==> run_1/placed.png <==
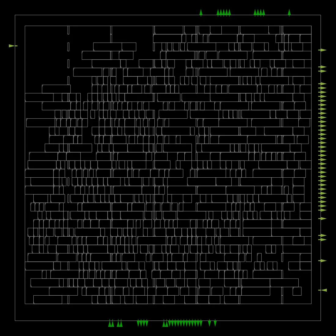
==> run_1/m3.png <==
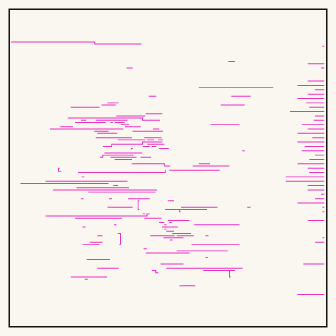
==> run_1/util_map.png <==
10 x 10 tiles, from white (low) to dark blue (high), 0 to 100% covered.
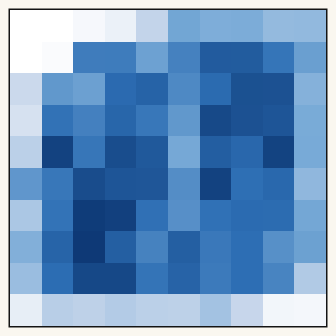
===== src/rtl/multi_timer_master.sv =====
// rtl/multi_timer_master.sv - keypad digit-entry master for the wall clock and NUM_TIMERS alarm timers
// Optional: define MTM_ENTRY_TIMEOUT_EN to abandon a stale partial entry after TIMEOUT_CYC quiet cycles.
module multi_timer_master #(
    parameter int NUM_TIMERS  = 3,
    parameter int TIMEOUT_CYC = 1000000
) (
    input  logic                            mclk,
    input  logic                            mrst_n,
    input  logic [5:0]                      key_code,
    output logic [4:0]                      now_h,
    output logic [5:0]                      now_m,
    output logic                            set,
    output logic [5*NUM_TIMERS-1:0]         timer_h,
    output logic [6*NUM_TIMERS-1:0]         timer_m,
    output logic [NUM_TIMERS-1:0]           run_enable,
    output logic                            key_err,
    output logic [$clog2(NUM_TIMERS+1)-1:0] field,
    output logic [4*(NUM_TIMERS+1)-1:0]     bitmap
);
    localparam int            FW         = $clog2(NUM_TIMERS + 1);
    localparam logic [FW-1:0] LAST_FIELD = FW'(NUM_TIMERS);

    localparam logic [5:0] K_RESET = 6'd1;
    localparam logic [5:0] K_CLOCK = 6'd2;
    localparam logic [5:0] K_ENTER = 6'd3;
    localparam logic [5:0] K_SHIFT = 6'd4;
    localparam logic [5:0] K_AD    = 6'd8;
    localparam logic [5:0] K_ID    = 6'd12;

    typedef enum logic [1:0] {EDIT, ARMED, IDLE} state_t;

    state_t        state;
    logic [2:0]    pos;
    logic [3:0]    dbuf [0:3];
    logic [5:0]    key_prev;
    logic          press;
    logic          is_digit;
    logic          digit_ok;
    logic          timeout_hit;
    logic [3:0]    digit;
    logic [6:0]    hour_try;
    logic [2:0]    pos_dec;
    logic [FW-1:0] field_inc;
    logic [FW-1:0] field_dec;
    logic [4:0]    commit_h;
    logic [5:0]    commit_m;

    assign press     = (key_prev == 6'd0) && (key_code != 6'd0);
    assign pos_dec   = pos - 3'd1;
    assign hour_try  = 7'(dbuf[0]) * 7'd10 + 7'(digit);
    assign commit_h  = 5'(dbuf[0]) * 5'd10 + 5'(dbuf[1]);
    assign commit_m  = 6'(dbuf[2]) * 6'd10 + 6'(dbuf[3]);
    assign field_inc = (field == LAST_FIELD) ? '0 : field + 1'b1;
    assign field_dec = (field == '0) ? LAST_FIELD : field - 1'b1;

    // Keypad matrix wiring puts digits at scattered scan codes
    always_comb begin
        is_digit = 1'b1;
        digit    = 4'd0;
        case (key_code)
            6'd5:    digit = 4'd9;
            6'd6:    digit = 4'd6;
            6'd7:    digit = 4'd3;
            6'd9:    digit = 4'd8;
            6'd10:   digit = 4'd5;
            6'd11:   digit = 4'd2;
            6'd13:   digit = 4'd7;
            6'd14:   digit = 4'd4;
            6'd15:   digit = 4'd1;
            6'd16:   digit = 4'd0;
            default: is_digit = 1'b0;
        endcase
    end

    always_comb begin
        digit_ok = 1'b0;
        case (pos)
            3'd0:    digit_ok = (digit <= 4'd2);
            3'd1:    digit_ok = (hour_try <= 7'd23);
            3'd2:    digit_ok = (digit <= 4'd5);
            3'd3:    digit_ok = 1'b1;
            default: digit_ok = 1'b0;
        endcase
    end

`ifdef MTM_ENTRY_TIMEOUT_EN
    localparam int TW = $clog2(TIMEOUT_CYC + 1);
    logic [TW-1:0] idle_cnt;
    logic          entry_live;

    assign entry_live  = (state != IDLE) && (pos != 3'd0);
    assign timeout_hit = entry_live && !press && (idle_cnt == TW'(TIMEOUT_CYC - 1));

    always_ff @(posedge mclk or negedge mrst_n) begin
        if (!mrst_n)
            idle_cnt <= '0;
        else if (press || !entry_live || timeout_hit)
            idle_cnt <= '0;
        else
            idle_cnt <= idle_cnt + 1'b1;
    end
`else
    assign timeout_hit = 1'b0;
`endif

    always_ff @(posedge mclk or negedge mrst_n) begin
        if (!mrst_n) begin
            key_prev   <= '0;
            state      <= EDIT;
            pos        <= '0;
            field      <= '0;
            now_h      <= '0;
            now_m      <= '0;
            timer_h    <= '0;
            timer_m    <= '0;
            run_enable <= '0;
            set        <= 1'b0;
            key_err    <= 1'b0;
            for (int i = 0; i < 4; i++) dbuf[i] <= '0;
        end else begin
            key_prev <= key_code;
            set      <= 1'b0;
            key_err  <= 1'b0;
            if (press && key_code == K_RESET) begin
                // key_prev still tracks the held RESET key so a release is required
                state      <= EDIT;
                pos        <= '0;
                field      <= '0;
                now_h      <= '0;
                now_m      <= '0;
                timer_h    <= '0;
                timer_m    <= '0;
                run_enable <= '0;
                for (int i = 0; i < 4; i++) dbuf[i] <= '0;
            end else if (press) begin
                case (key_code)
                    K_CLOCK, K_AD, K_ID: begin
                        if (key_code == K_CLOCK)   field <= '0;
                        else if (key_code == K_AD) field <= field_inc;
                        else                       field <= field_dec;
                        pos   <= '0;
                        state <= EDIT;
                        for (int i = 0; i < 4; i++) dbuf[i] <= '0;
                    end
                    K_ENTER: begin
                        if (state == ARMED) begin
                            if (field == '0) begin
                                now_h <= commit_h;
                                now_m <= commit_m;
                                set   <= 1'b1;
                            end
                            for (int k = 0; k < NUM_TIMERS; k++) begin
                                if (field == FW'(k + 1)) begin
                                    timer_h[5*k +: 5] <= commit_h;
                                    timer_m[6*k +: 6] <= commit_m;
                                    run_enable[k]     <= 1'b1;
                                end
                            end
                            pos <= '0;
                            for (int i = 0; i < 4; i++) dbuf[i] <= '0;
                            if (field == LAST_FIELD) begin
                                state <= IDLE;
                            end else begin
                                field <= field_inc;
                                state <= EDIT;
                            end
                        end else begin
                            key_err <= 1'b1;
                        end
                    end
                    K_SHIFT: begin
                        if (state == IDLE) begin
                            key_err <= 1'b1;
                        end else if (pos != 3'd0) begin
                            pos                 <= pos_dec;
                            dbuf[pos_dec[1:0]]  <= '0;
                            state               <= EDIT;
                        end else if (field == '0) begin
                            key_err <= 1'b1;
                        end else begin
                            for (int k = 0; k < NUM_TIMERS; k++)
                                if (field == FW'(k + 1)) run_enable[k] <= 1'b0;
                        end
                    end
                    default: begin
                        if (is_digit && state == EDIT && digit_ok) begin
                            dbuf[pos[1:0]] <= digit;
                            pos            <= pos + 3'd1;
                            if (pos == 3'd3) state <= ARMED;
                        end else begin
                            key_err <= 1'b1;
                        end
                    end
                endcase
            end else if (timeout_hit) begin
                pos     <= '0;
                key_err <= 1'b1;
                state   <= EDIT;
                for (int i = 0; i < 4; i++) dbuf[i] <= '0;
            end
        end
    end

    // Active-low cursor: one digit while editing, the whole field once armed
    always_comb begin
        bitmap = '1;
        for (int f = 0; f <= NUM_TIMERS; f++) begin
            for (int p = 0; p < 4; p++) begin
                if (field == FW'(f) && state == EDIT && pos == 3'(p)) bitmap[4*f+p] = 1'b0;
                if (field == FW'(f) && state == ARMED)                bitmap[4*f+p] = 1'b0;
            end
        end
    end
endmodule

===== config.mk =====
export PLATFORM = sky130hd
export DESIGN_NAME = multi_timer_master
export DESIGN_NICKNAME = d
export VERILOG_FILES = /design/src/rtl/multi_timer_master.sv
export SDC_FILE = /design/constraint.sdc
export NUM_CORES = 1
export LEC_CHECK = 0
export ABC_AREA = 1
export CAP_MARGIN = 20
export CORE_MARGIN = 3
export CORE_UTILIZATION = 54
export DETAILED_ROUTE_END_ITERATION = 7
export GPL_TIMING_DRIVEN = 0
export HOLD_SLACK_MARGIN = 0.12
export PLACE_DENSITY = 0.8
export SLEW_MARGIN = 20
export SYNTH_ARGS = -nofsm -noshare
export SYNTH_HDL_FRONTEND = slang
export SYNTH_SLANG_ARGS = --single-unit

===== constraint.sdc =====
create_clock -name mclk -period 3.4 [get_ports mclk]
set_clock_uncertainty 0.2 [all_clocks]
set_input_delay 0.85 -clock mclk [delete_from_list [all_inputs] [get_ports mclk]]
set_output_delay 0.85 -clock mclk [all_outputs]
set_load 0.01 [all_outputs]

==> run summary, run 1 <==
The full implementation flow was run.

The final antenna diode count stands at 0. The final critical-path setup slack stands at 70.4 ps. For this run, the chip area from Yosys synthesis comes to 0.00464 mm^2. The endpoint required time on the critical path stands at 2350 ps. In this run, flip-flops and latches consume 49.4% of the power.

The leftover overflow at the end of global routing stands at 0. The static power due to leakage stands at 2.88 nW. Looking at the area split, the leading class of cells is combinational gates. Among all stages on the critical path, the maximum delay recorded is 590 ps. The clock group power stands at 0.680 mW. The timing report shows the most common cell along the critical path to be sky130_fd_sc_hd__ha_1. By count the netlist is led by sky130_fd_sc_hd__nand2_1 (144), sky130_fd_sc_hd__dfrtp_1 (78), sky130_fd_sc_hd__inv_1 (69), sky130_fd_sc_hd__nand3_1 (62), sky130_fd_sc_hd__o21ai_0 (50). The aoi/oai-family share of the synthesized area stands at 14.3%.

The timing report attributes the biggest portion of critical-path delay to adder cells. Looking at area per cell type in the netlist, the leader is sky130_fd_sc_hd__dfrtp_1. In this run the worst setup path begins at pos[0]$_DFFE_PN0P_. The synthesized-area fraction occupied by xor and xnor cells stands at 0.755%. The flow ran to the end, and the final reports show no timing, DRC or antenna violations. The area of the die stands at 0.00974 mm^2.

The cell area after layout stands at 0.00593 mm^2. The tightest min-delay check is of the primary input to async pin type. In the final routed layout, each cell accounts on average for 16.5 um.

The largest registers in the layout are timer_m: 18 flops, dbuf: 16 flops, timer_h: 15 flops. OpenROAD emitted warnings numbering 37.
Notes on placed.png above:
number of fill cells: 633
fraction of standard cell area that is sequential: 32.9%
final core area utilization: 71.4%
final cell count without fillers: 800
count of flip-flops and latches: 78

Notes on m3.png above:
share of all routed wire = 7.6%
longest straight run = 32.2 um
main direction = horizontal
vias after detailed routing: 4606
Total Wirelength: 13.2 mm
grt met3 use: 4.18%

Notes on util_map.png above:
fullest tile = 96%
nearly empty tiles = 3.0%
tiles over 75% full = 34%
emptiest ninth of the die = upper left
mean over tiles = 60%
core area: 0.00830 mm^2
FP Core Util: 55.9%

-- run 1: through the flow --
step                      cells  setup TNS, ps  utilization [%]
after global routing        800          -45.3             71.4
after floorplan             594              0                -
after global placement      773        -119200             66.4
final                       800              0             71.4
after CTS                   793              0             69.7
after detailed placement    774         -17600             66.7
-- run 1: metal layers --
metal	part of all wire (%)	wire length [um]
met3	7.5	998
met1	43	5750
met4	2.1	276
met5	0	0
met2	47	6200
-- run 1: repair_timing --
item	CTS	global route
setup buffers	3	5
endpoints found under the hold margin	0	0
resized	19	48
endpoints found under the setup margin	26	32
pin swaps	4	13
hold buffers	0	0
gates cloned	0	2
==> run 2, diff against run 1 <==
--- a/config.mk
+++ b/config.mk
@@ -7,7 +7,6 @@
 export LEC_CHECK = 0
 export ABC_AREA = 1
 export CAP_MARGIN = 20
-export CORE_MARGIN = 3
 export CORE_UTILIZATION = 54
 export DETAILED_ROUTE_END_ITERATION = 7
 export GPL_TIMING_DRIVEN = 0
==> run 2 against run 1 <==
Sequential cell count is the same. Largest cell class unchanged. Clock-buffer cell count is the same. Highest routed layer unchanged. Combinational power shrank 3%. Total power shrank 1.1%. Critical path depth grew 2. Wire length shrank 1.4%. Synthesized cell count is the same.
==> run summary, run 2 <==
The full implementation flow was run.

The flow ran to the end, and the final reports show no timing, DRC or antenna violations. The post-CTS setup repair buffer count stands at 3. By instance count, the cell type seen most on the critical path is sky130_fd_sc_hd__inv_1. The hold buffer count at CTS stands at 0.

Detailed routing placed a total of 1.13 mm of wire on met3. The warning total across the stage logs stands at 37. The cell area after layout stands at 0.00591 mm^2. STA puts the critical path data required time at 2350 ps. Adding up every negative setup slack in the final design gives 0 ps. The final report gives the core utilization as 71.6%.

According to the floorplan report, the total die area is 0.00897 mm^2. The static power due to leakage stands at 2.88 nW. The largest single stage delay on the critical path is 500 ps. By area, combinational gates come first.

Of the total standard cell area in the layout, the sequential portion is 33.1%. Fill cells in the final layout number 636. Per the synthesis report, the XOR/XNOR share of the synthesized area is 0.755%. The number of resized instances in the post-cts repair step stands at 23. The design has 78 sequential cells. The largest registers in the layout are timer_m: 18 flops, dbuf: 16 flops, timer_h: 15 flops. The final antenna diode count stands at 0. The largest total area in the synthesized netlist belongs to sky130_fd_sc_hd__dfrtp_1. For this run, the chip area from Yosys synthesis comes to 0.00464 mm^2. The region available for standard cell placement spans 0.00826 mm^2. In the final routing, the length of wire on met1 measures 5.45 mm. The non-filler instance count after layout stands at 804.

Wire segments on met2 add up to 6.18 mm in the final route. The type recorded for the worst min-delay path is primary input to async pin.
-- run 2: cell counts after synthesis --
Identical to the previous run, type by type.
-- run 2: worst max-delay path, delay by kind of cell, from the launching register on --
family | cells | cell delay [ps]
AND/OR/NAND/NOR | 1 | 320
adder cells (fa/ha/maj) | 1 | 230
AND-OR/OR-AND | 1 | 140
flip-flops | 1 | 430
buffers and inverters | 3 | 780
-- run 2: power by group through the flow --
| stage | combinational (mW) | sequential (mW) | clock [mW] |
|---|---|---|---|
| detailed placement | 0.274 | 0.980 | 0 |
| CTS | 0.280 | 0.962 | 0.672 |
| global route | 0.329 | 0.966 | 0.714 |
| global placement | 0.262 | 0.979 | 0 |
| floorplan | 0.152 | 0.978 | 0 |
| finish | 0.300 | 0.964 | 0.666 |
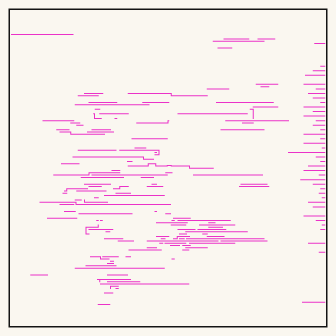
(run_2/m3.png)
main direction = horizontal
longest straight run = 28.3 um
wire length on this layer = 1130 um
grt met3 use: 5.23%
Total Wirelength: 13.0 mm
vias after detailed routing: 4667

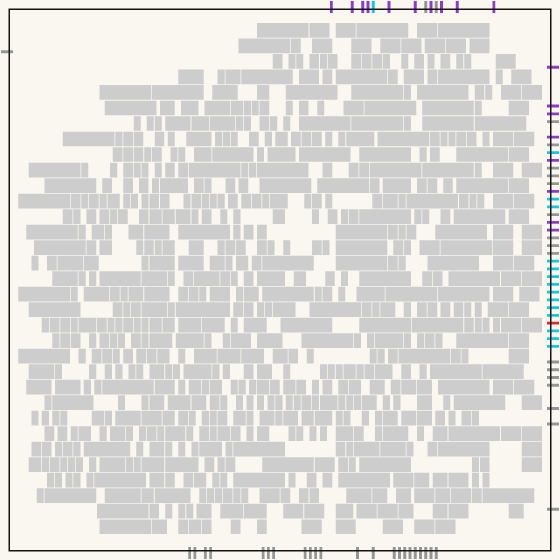
(run_2/pinout.png)
Pins as bars across the die edge, other pins in gray.
timer_h -> cyan  # pins 15, direction output, edge 14 right, 1 top
timer_m -> purple  # pins 18, direction output, edge 10 top, 8 right
set -> red  # pins 1, direction output, edge right
all pins by edge = 39 right, 22 bottom, 13 top, 1 left
overall die height: 94.7 um
horizontal extent of the die: 94.7 um

No activity file was given, so power comes from the tool's default toggle rates.
